### src/rtl/sequence_bit_serializer.sv
// -----------------------------------------------------------------------------
// sequence_bit_serializer
//
// Parallel-to-serial front end for the Moore sequence detector. WIDTH-bit
// words are accepted over a valid/ready handshake and sent one bit per clock
// on sequence_out. A word that arrives on the last-bit cycle of the previous
// word is loaded without an idle cycle. This keeps a pattern that straddles a
// word boundary contiguous on the detector's serial input.
//
// Parameters
//   WIDTH      bits per word, legal range 2..32
//   LSB_FIRST  0: data_in[WIDTH-1] is sent first, 1: data_in[0] is sent first
//   IDLE_BIT   level driven on sequence_out while no payload bit is sent
//
// Ports
//   clock         in   rising-edge clock, single domain
//   reset         in   synchronous, active-high reset
//   data_in       in   word to serialize, sampled on a handshake edge
//   data_valid    in   producer offers a word on data_in
//   data_ready    out  serializer accepts a word this cycle (from state only)
//   sequence_out  out  registered serial bit stream
//   bit_valid     out  sequence_out carries a payload bit this cycle
//   word_done     out  last bit of a word is on sequence_out this cycle
//   word_count    out  number of fully sent words, wraps 0xFFFF -> 0x0000
// -----------------------------------------------------------------------------
module sequence_bit_serializer #(
    parameter int unsigned WIDTH     = 8,
    parameter bit          LSB_FIRST = 1'b0,
    parameter bit          IDLE_BIT  = 1'b0
) (
    input  logic             clock,
    input  logic             reset,
    input  logic [WIDTH-1:0] data_in,
    input  logic             data_valid,
    output logic             data_ready,
    output logic             sequence_out,
    output logic             bit_valid,
    output logic             word_done,
    output logic [15:0]      word_count
);

    localparam int unsigned      CNT_W    = $clog2(WIDTH);
    localparam logic [CNT_W-1:0] LAST_CNT = CNT_W'(WIDTH - 1);

    typedef enum logic [0:0] {
        ST_IDLE  = 1'b0,
        ST_SHIFT = 1'b1
    } state_t;

    // The bit that goes out next always sits at the "head" of the word. The
    // head is the MSB for MSB-first and the LSB for LSB-first.
    function automatic logic head_bit(input logic [WIDTH-1:0] word);
        logic result;
        if (LSB_FIRST) begin
            result = word[0];
        end else begin
            result = word[WIDTH-1];
        end
        return result;
    endfunction

    // Move the next bit into the head position.
    function automatic logic [WIDTH-1:0] shift_once(input logic [WIDTH-1:0] word);
        logic [WIDTH-1:0] result;
        if (LSB_FIRST) begin
            result = {1'b0, word[WIDTH-1:1]};
        end else begin
            result = {word[WIDTH-2:0], 1'b0};
        end
        return result;
    endfunction

    state_t           state_r;
    state_t           state_next_s;
    logic [WIDTH-1:0] shift_r;
    logic [CNT_W-1:0] bit_cnt_r;
    logic             sequence_out_r;
    logic             bit_valid_r;
    logic             word_done_r;
    logic [15:0]      word_count_r;

    logic             last_bit_s;
    logic             ready_s;
    logic             take_s;
    logic [WIDTH-1:0] shifted_s;
    logic [WIDTH-1:0] shift_next_s;
    logic [CNT_W-1:0] bit_cnt_next_s;
    logic             sequence_next_s;
    logic             bit_valid_next_s;
    logic             word_done_next_s;
    logic             count_inc_s;

    // Shared handshake decode. The head of shift_r is the bit currently on
    // sequence_out, so bit_cnt_r == LAST_CNT marks the last-bit cycle.
    assign last_bit_s = (state_r == ST_SHIFT) && (bit_cnt_r == LAST_CNT);
    assign ready_s    = (state_r == ST_IDLE) || last_bit_s;
    assign data_ready = ~reset & ready_s;
    assign take_s     = data_ready & data_valid;
    assign shifted_s  = shift_once(shift_r);

    // State register.
    always_ff @(posedge clock) begin
        if (reset) begin
            state_r <= ST_IDLE;
        end else begin
            state_r <= state_next_s;
        end
    end

    // Next-state logic.
    always_comb begin
        state_next_s = state_r;
        case (state_r)
            ST_IDLE: begin
                if (take_s) begin
                    state_next_s = ST_SHIFT;
                end else begin
                    state_next_s = ST_IDLE;
                end
            end
            ST_SHIFT: begin
                if (last_bit_s && !take_s) begin
                    state_next_s = ST_IDLE;
                end else begin
                    state_next_s = ST_SHIFT;
                end
            end
            default: begin
                state_next_s = ST_IDLE;
            end
        endcase
    end

    // Output and datapath logic. This block computes the values that the
    // output registers take at the next edge.
    always_comb begin
        shift_next_s     = shift_r;
        bit_cnt_next_s   = bit_cnt_r;
        sequence_next_s  = IDLE_BIT;
        bit_valid_next_s = 1'b0;
        word_done_next_s = 1'b0;
        count_inc_s      = last_bit_s;
        if (take_s) begin
            // A new word takes priority. On the last-bit cycle this is the
            // gapless reload. WIDTH >= 2, so the first bit is never the last.
            shift_next_s     = data_in;
            bit_cnt_next_s   = {CNT_W{1'b0}};
            sequence_next_s  = head_bit(data_in);
            bit_valid_next_s = 1'b1;
            word_done_next_s = 1'b0;
        end else if ((state_r == ST_SHIFT) && !last_bit_s) begin
            shift_next_s     = shifted_s;
            bit_cnt_next_s   = bit_cnt_r + CNT_W'(1);
            sequence_next_s  = head_bit(shifted_s);
            bit_valid_next_s = 1'b1;
            word_done_next_s = (bit_cnt_r + CNT_W'(1)) == LAST_CNT;
        end else begin
            // Idle, or the word just ended with no follow-on word.
            bit_cnt_next_s   = {CNT_W{1'b0}};
        end
    end

    // Datapath and output registers. A reset during a word drops the word
    // without counting it.
    always_ff @(posedge clock) begin
        if (reset) begin
            shift_r        <= {WIDTH{1'b0}};
            bit_cnt_r      <= {CNT_W{1'b0}};
            sequence_out_r <= IDLE_BIT;
            bit_valid_r    <= 1'b0;
            word_done_r    <= 1'b0;
            word_count_r   <= 16'h0000;
        end else begin
            shift_r        <= shift_next_s;
            bit_cnt_r      <= bit_cnt_next_s;
            sequence_out_r <= sequence_next_s;
            bit_valid_r    <= bit_valid_next_s;
            word_done_r    <= word_done_next_s;
            if (count_inc_s) begin
                word_count_r <= word_count_r + 16'h0001;
            end else begin
                word_count_r <= word_count_r;
            end
        end
    end

    assign sequence_out = sequence_out_r;
    assign bit_valid    = bit_valid_r;
    assign word_done    = word_done_r;
    assign word_count   = word_count_r;

endmodule

### config.mk
export PLATFORM = sky130hd
export DESIGN_NAME = sequence_bit_serializer
export DESIGN_NICKNAME = d
export VERILOG_FILES = /design/src/rtl/sequence_bit_serializer.sv
export SDC_FILE = /design/constraint.sdc
export NUM_CORES = 1
export LEC_CHECK = 0
export ABC_AREA = 1
export CORE_ASPECT_RATIO = 2
export CORE_MARGIN = 2
export CORE_UTILIZATION = 40
export CTS_CLUSTER_DIAMETER = 80
export DETAILED_ROUTE_END_ITERATION = 7
export PLACE_DENSITY_LB_ADDON = 0.2
export SLEW_MARGIN = 20
export SYNTH_ARGS = -nofsm -noshare
export SYNTH_HDL_FRONTEND = slang
export SYNTH_SLANG_ARGS = --single-unit
export TNS_END_PERCENT = 20
### constraint.sdc
create_clock -name clock -period 2 [get_ports clock]
set_clock_uncertainty 0.2 [all_clocks]
set_input_delay 0.5 -clock clock [delete_from_list [all_inputs] [get_ports clock]]
set_output_delay 0.5 -clock clock [all_outputs]
set_load 0.05 [all_outputs]
==> run_1/pdn.png <==
Pins as bars on the die edge.
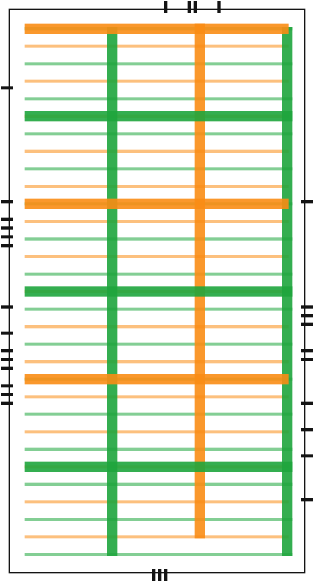
- green: VSS
- orange: VDD
- met1 rails: 31
- rows: 30
- signal pins: 31

==> run_1/cell_classes.png <==
The bar under the picture is 10 µm long. Fill, decap, tap and diode cells in gray.
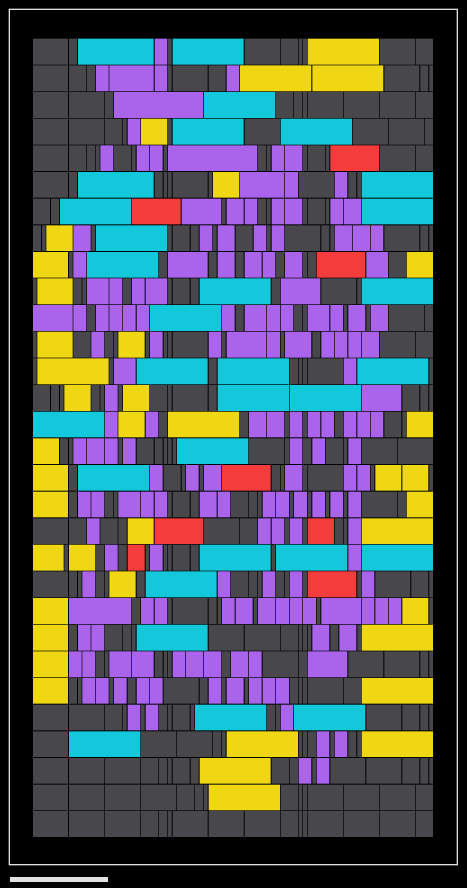
- purple: all other logic (cells 164; share of their area 41%)
- cyan: flip-flops (cells 30; share of their area 31%)
- yellow: other buffers and delay cells (cells 39; share of their area 24%)
- red: clock drivers and dummy loads (cells 8; share of their area 4.8%)
final core utilization: 60.34%
FP Rows: 30

==> run_1/gate_families.png <==
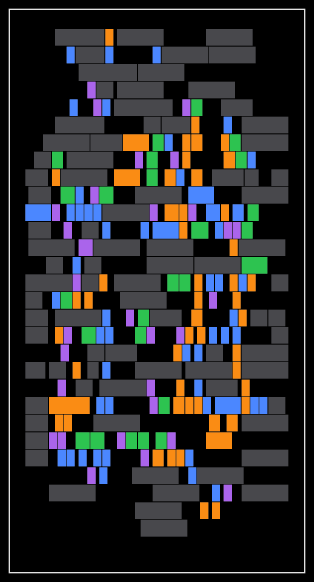
- purple: inverters (cells 30; most used inv_1)
- green: inverting AOI/OAI gates (cells 25)
- blue: NOR gates (cells 53; most used nor2_1)
- orange: NAND gates (cells 51; most used nand2_1)

[run 1: where the power goes]
part,internal [mW],leakage (nW),switching [mW]
clock network,0.276,0.0472,0.235
registers,0.610,0.244,0.00589
logic,0.0596,0.558,0.0673
total,0.946,0.849,0.309
[run 1: cell usage after synthesis, drive strengths merged, types with 2 or more instances]
cell	number	area share (%)
nor2	52	16
nand2	40	12
dfxtp	30	43
inv	30	8.1
nand3	10	4.5
a21oi	9	3.3
o21ai	9	3.3
o22ai	5	2.3
ha	4	3.6
o21bai	2	1.4
[run 1: metal layers]
metal / vias up / share of wire, %
met4: 0 / 2.2
met1: 583 / 36
met5: - / 0
li1: 694 / -
met3: 5 / 4.4
met2: 40 / 57
[run 1: registers in the layout, indices dropped and copies added (netlist names)]
signal and cells:
bit_cnt_r 3, bit_valid 1, sequence_out 1, shift_r 7, state_r 1, word_count 16, word_done 1
[run 1: stage by stage]
stage               hold WS [ps]  cells
floorplan                  217.3    196
detailed placement         241.4    263
global placement           231.8    263
finish                     261.9    273
CTS                        258.5    273
global route               304.4    273
[run 1: worst max-delay path by stage]
stage                            start                 endpoint  slack, ps  cells after the start
3_5_place_dp                     reset  shift_r[4]$_SDFFE_PP0P_        -40                      7
3_3_place_gp                     reset               data_ready         -4                      3
4_1_cts        bit_cnt_r[1]$_SDFF_PP0_               data_ready        -20                      7
5_1_grt        bit_cnt_r[0]$_SDFF_PP0_               data_ready        -60                      7
6_report       bit_cnt_r[1]$_SDFF_PP0_               data_ready        0.9                      7
2_1_floorplan  bit_cnt_r[0]$_SDFF_PP0_               data_ready        110                      6
[run 1: layout make-up]
class                      instances  area (µm²)
clock buffer                       6       82.58
clock inverter                     2       12.51
fill                             311        1325
inverter                          30       115.1
multi-input combinational        134       695.7
sequential                        30       603.1
tap                               32       40.04
timing repair buffer              39       466.7
[run 1: critical path, cell delays in order, from the launching register on]
cell and delay, ps:
dfxtp_2 340, ha_4 160, ha_4 160, inv_2 60, nand2_4 50, inv_4 60, nor2_4 30, buf_12 140
[run 1: repair_timing]
item,in CTS,in global routing
endpoints found under the setup margin,1,1
hold endpoints to repair,0,0
cloned,0,0
buffers inserted,2,0
pin swaps,1,0
resized,10,0
[run 1: cell families (layout without fill, tap and decap cells)]
family | Yosys count | after routing | share of synthesized area [%]
DFF | 30 | 30 | 43.36
buffers and inverters | 32 | 77 | 8.761
AOI/OAI and AO/OA | 25 | 25 | 10.12
and+or+nand+nor | 105 | 105 | 34.15
adders and majority gates | 4 | 4 | 3.614
==> flow_metrics.env, run 1 <==
# flow metrics
export IMPL_clockBufferDepth=2
export IMPL_initial_utilization_pct=41.46
export IMPL_hold_depth=2
export IMPL_cts_hold_buffers_added=0
export IMPL_r2r_end="shift_r[3]$_SDFFE_PP0P_"
export IMPL_synth_main_ff_cell="dfxtp_1"
export IMPL_r2r_start="bit_cnt_r[1]$_SDFF_PP0_"
export IMPL_synth_flops=30
export IMPL_ys_area_um2=1385
export IMPL_die_h_um=87.22
export IMPL_postPlaceCellArea_um2=1877
export IMPL_gp_congestion=0.8228
export IMPL_status="finished, final reports clean"
export IMPL_grt_busiest_layer="met2"
export IMPL_drt_vias_per_instance=4.842
export IMPL_cts_tree="built"
export IMPL_drv_cap=0
export IMPL_grt_max_degree=16
export IMPL_holdCritStartpoint="shift_r[0]$_SDFFE_PP0P_"
export IMPL_cts_buffers=5
export IMPL_min_to="shift_r[0]$_SDFFE_PP0P_"
export IMPL_grt_setup_unrepaired="true"
export IMPL_die_area_um2=3978
export IMPL_hpwl_um=2320
export IMPL_setup_viol=0
export IMPL_drc=0
export IMPL_postRouteWirelength_um=3019
export IMPL_use_met2_pct=34.44
export IMPL_p_leak_nw=0.8487
export IMPL_drive_gt1_share_pct=22.41
export IMPL_stdcell_area_um2=2016
export IMPL_clkLatencyLatePin_ps=280
export IMPL_cp_end_kind="output port"
export IMPL_hold_class="reg -> reg"
export IMPL_first_pass_iters=4
export IMPL_slew_viol_final=0
export IMPL_max_freq_mhz=500.2
export IMPL_grt_overflow=0
export IMPL_avgSynthCellArea_um2=7.067
export IMPL_crit_type="reg -> out"
export IMPL_worst_endpoint_required_ps=1300
export IMPL_syn_inst=196
==> run 1 -> run 2 <==
--- a/config.mk
+++ b/config.mk
@@ -5,10 +5,10 @@
 export SDC_FILE = /design/constraint.sdc
 export NUM_CORES = 1
 export LEC_CHECK = 0
-export ABC_AREA = 1
+export ABC_AREA = 0
 export CORE_ASPECT_RATIO = 2
 export CORE_MARGIN = 2
-export CORE_UTILIZATION = 40
+export CORE_UTILIZATION = 45
 export CTS_CLUSTER_DIAMETER = 80
 export DETAILED_ROUTE_END_ITERATION = 7
 export PLACE_DENSITY_LB_ADDON = 0.2
==> run_2/final_clocks.png <==
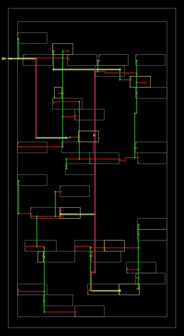
P_clk: 0.499 mW
Seq cells: 30
total clock buffers created by CTS: 5
layout clock buffer count: 7
CTS Sinks: 30

==> run_2/gate_families.png <==
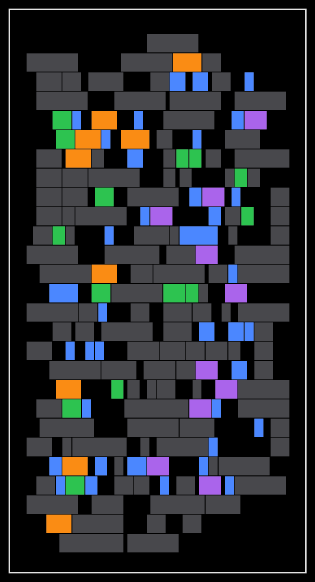
- purple: XOR/XNOR gates (cells 10; most used xnor2_1)
- orange: multiplexers (cells 9; most used mux2i_1)
- green: inverting AOI/OAI gates (cells 14; most used a211oi_1)
- blue: NOR gates (cells 37; most used nor2_1)

==> run 2 against run 1 <==
Compared with the run above:
- the run now ends with negative setup slack left
- count of clock-buffer cells in the layout is 1 higher
- core utilization is 7.0 points higher
- sequential share of layout area is 3.1 points higher
- total power is 1.3% lower
- critical path type unchanged
- critical endpoint unchanged
- largest power group unchanged
==> flow_metrics.env, run 2 <==
# flow metrics
export IMPL_stdcell_area_um2=1842
export IMPL_avgSynthCellArea_um2=9.096
export IMPL_drv_cap=0
export IMPL_clkLatencyLatePin_ps=290
export IMPL_area_leaders="dfxtp_1 (47%), nor2_1 (7.0%), xnor2_1 (6.1%)"
export IMPL_largest_reg_flops=16
export IMPL_initial_utilization_pct=46.87
export IMPL_max_slew_worst_pin_slew_ps=312.6
export IMPL_setup_viol=1
export IMPL_drc=0
export IMPL_fin_util_pct=67.31
export IMPL_synth_flops=30
export IMPL_ys_area_um2=1282
export IMPL_grt_setup_unrepaired="true"
export IMPL_hpwl_um=2193
export IMPL_status="complete, but fails checks"
export IMPL_yosysSeqAreaShare_pct=46.83
export IMPL_std_cell_rows=27
export IMPL_drive_gt1_share_pct=31.69
export IMPL_worst_slack_ps=-102.9
export IMPL_cts_hold_buffers_added=0
export IMPL_synth_main_ff_cell="dfxtp_1"
export IMPL_slew_viol_final=0
export IMPL_die_area_um2=3319
export IMPL_whs_ps=274.0
export IMPL_grt_max_degree=24
export IMPL_tns_ps=-102.9
export IMPL_drt_vias_per_instance=5.283
export IMPL_ios=31
export IMPL_cp_end_kind="output port"
export IMPL_gp_congestion=0.7975
export IMPL_largest_area_cell="dfxtp_1"
export IMPL_grt_overflow=0
export IMPL_common_cells="dfxtp_1 (30), nor2_1 (24), xnor2_1 (9)"
export IMPL_top_cell_area_share_pct=46.83
export IMPL_max_freq_mhz=475.5
export IMPL_clockBufferDepth=2
export IMPL_crit_type="reg -> out"
export IMPL_cts_tree="built"
export IMPL_postRouteWirelength_um=2906
export IMPL_violations="negative setup slack"
export IMPL_hold_class="reg -> reg"
export IMPL_syn_inst=141
export IMPL_postPlaceCellArea_um2=1693
export IMPL_top_cell="dfxtp_1"
export IMPL_worst_endpoint_required_ps=1300
export IMPL_first_pass_iters=3
export IMPL_die_h_um=79.50
## run 2: layout make-up
type / count / area, µm²
clock buffer: 7 / 86.33
clock inverter: 1 / 5.005
fill: 232 / 894.6
inverter: 4 / 15.01
multi-input combinational: 100 / 695.7
sequential: 30 / 608.1
tap: 29 / 36.28
timing repair buffer: 41 / 395.4
## run 2: cell families (layout without fill, tap and decap cells)
kind of cell | Yosys count | count (layout) | synth area share [%]
AOI/OAI and AO/OA | 14 | 14 | 6.633
muxes | 9 | 9 | 7.220
adders and majority gates | 4 | 4 | 3.903
xor gates and xnor gates | 10 | 10 | 6.830
buffers and inverters | 11 | 53 | 3.220
and+or+nand+nor | 63 | 63 | 25.37
DFF | 30 | 30 | 46.83
## run 2: worst paths after layout
path | startpoint | endpoint | slack (ps) | cells past startpoint
min reg2reg | shift_r[6]$_SDFFE_PP0P_ | sequence_out$_SDFF_PP0_ | 270 | 2
max | bit_cnt_r[1]$_SDFF_PP0_ | data_ready | -100 | 5
min | shift_r[6]$_SDFFE_PP0P_ | sequence_out$_SDFF_PP0_ | 270 | 2
max reg2reg | bit_cnt_r[1]$_SDFF_PP0_ | word_count[13]$_SDFFE_PP0P_ | 10 | 7
## run 2: timing repair
| item | in CTS | in global routing |
|---|---|---|
| setup endpoints to repair | 4 | 5 |
| setup buffers | 1 | 0 |
| cloned | 0 | 0 |
| pin swaps | 3 | 1 |
| gates resized | 6 | 5 |
| endpoints found under the hold margin | 0 | 0 |
## run 2: through the flow
step | instances | worst slack, ps
finish | 212 | -102.9
global route | 212 | -157.5
CTS | 212 | -118.4
detailed placement | 203 | -41.55
global placement | 203 | 22.66
floorplan | 141 | -84.31
## run 2: power by group
part           switching [mW]  internal [mW]
clock                   0.222          0.277
combinational          0.0564         0.0563
sequential             0.0111          0.615
## run 2: layer usage
metal  track usage [%]  vias up  routed length [µm]
li1                  -      564                   -
met1             17.09      522                1012
met2             41.25       28                1701
met3             6.109        6                 116
met4             11.61        0                  75
met5                 0        -                   0
## run 2: critical path: stages, from the launching register on
cell and delay (ps):
dfxtp_2 360, ha_4 150, ha_4 130, and2b_2 240, nor2_4 100, buf_12 140
No activity file was given, so power comes from the tool's default toggle rates.
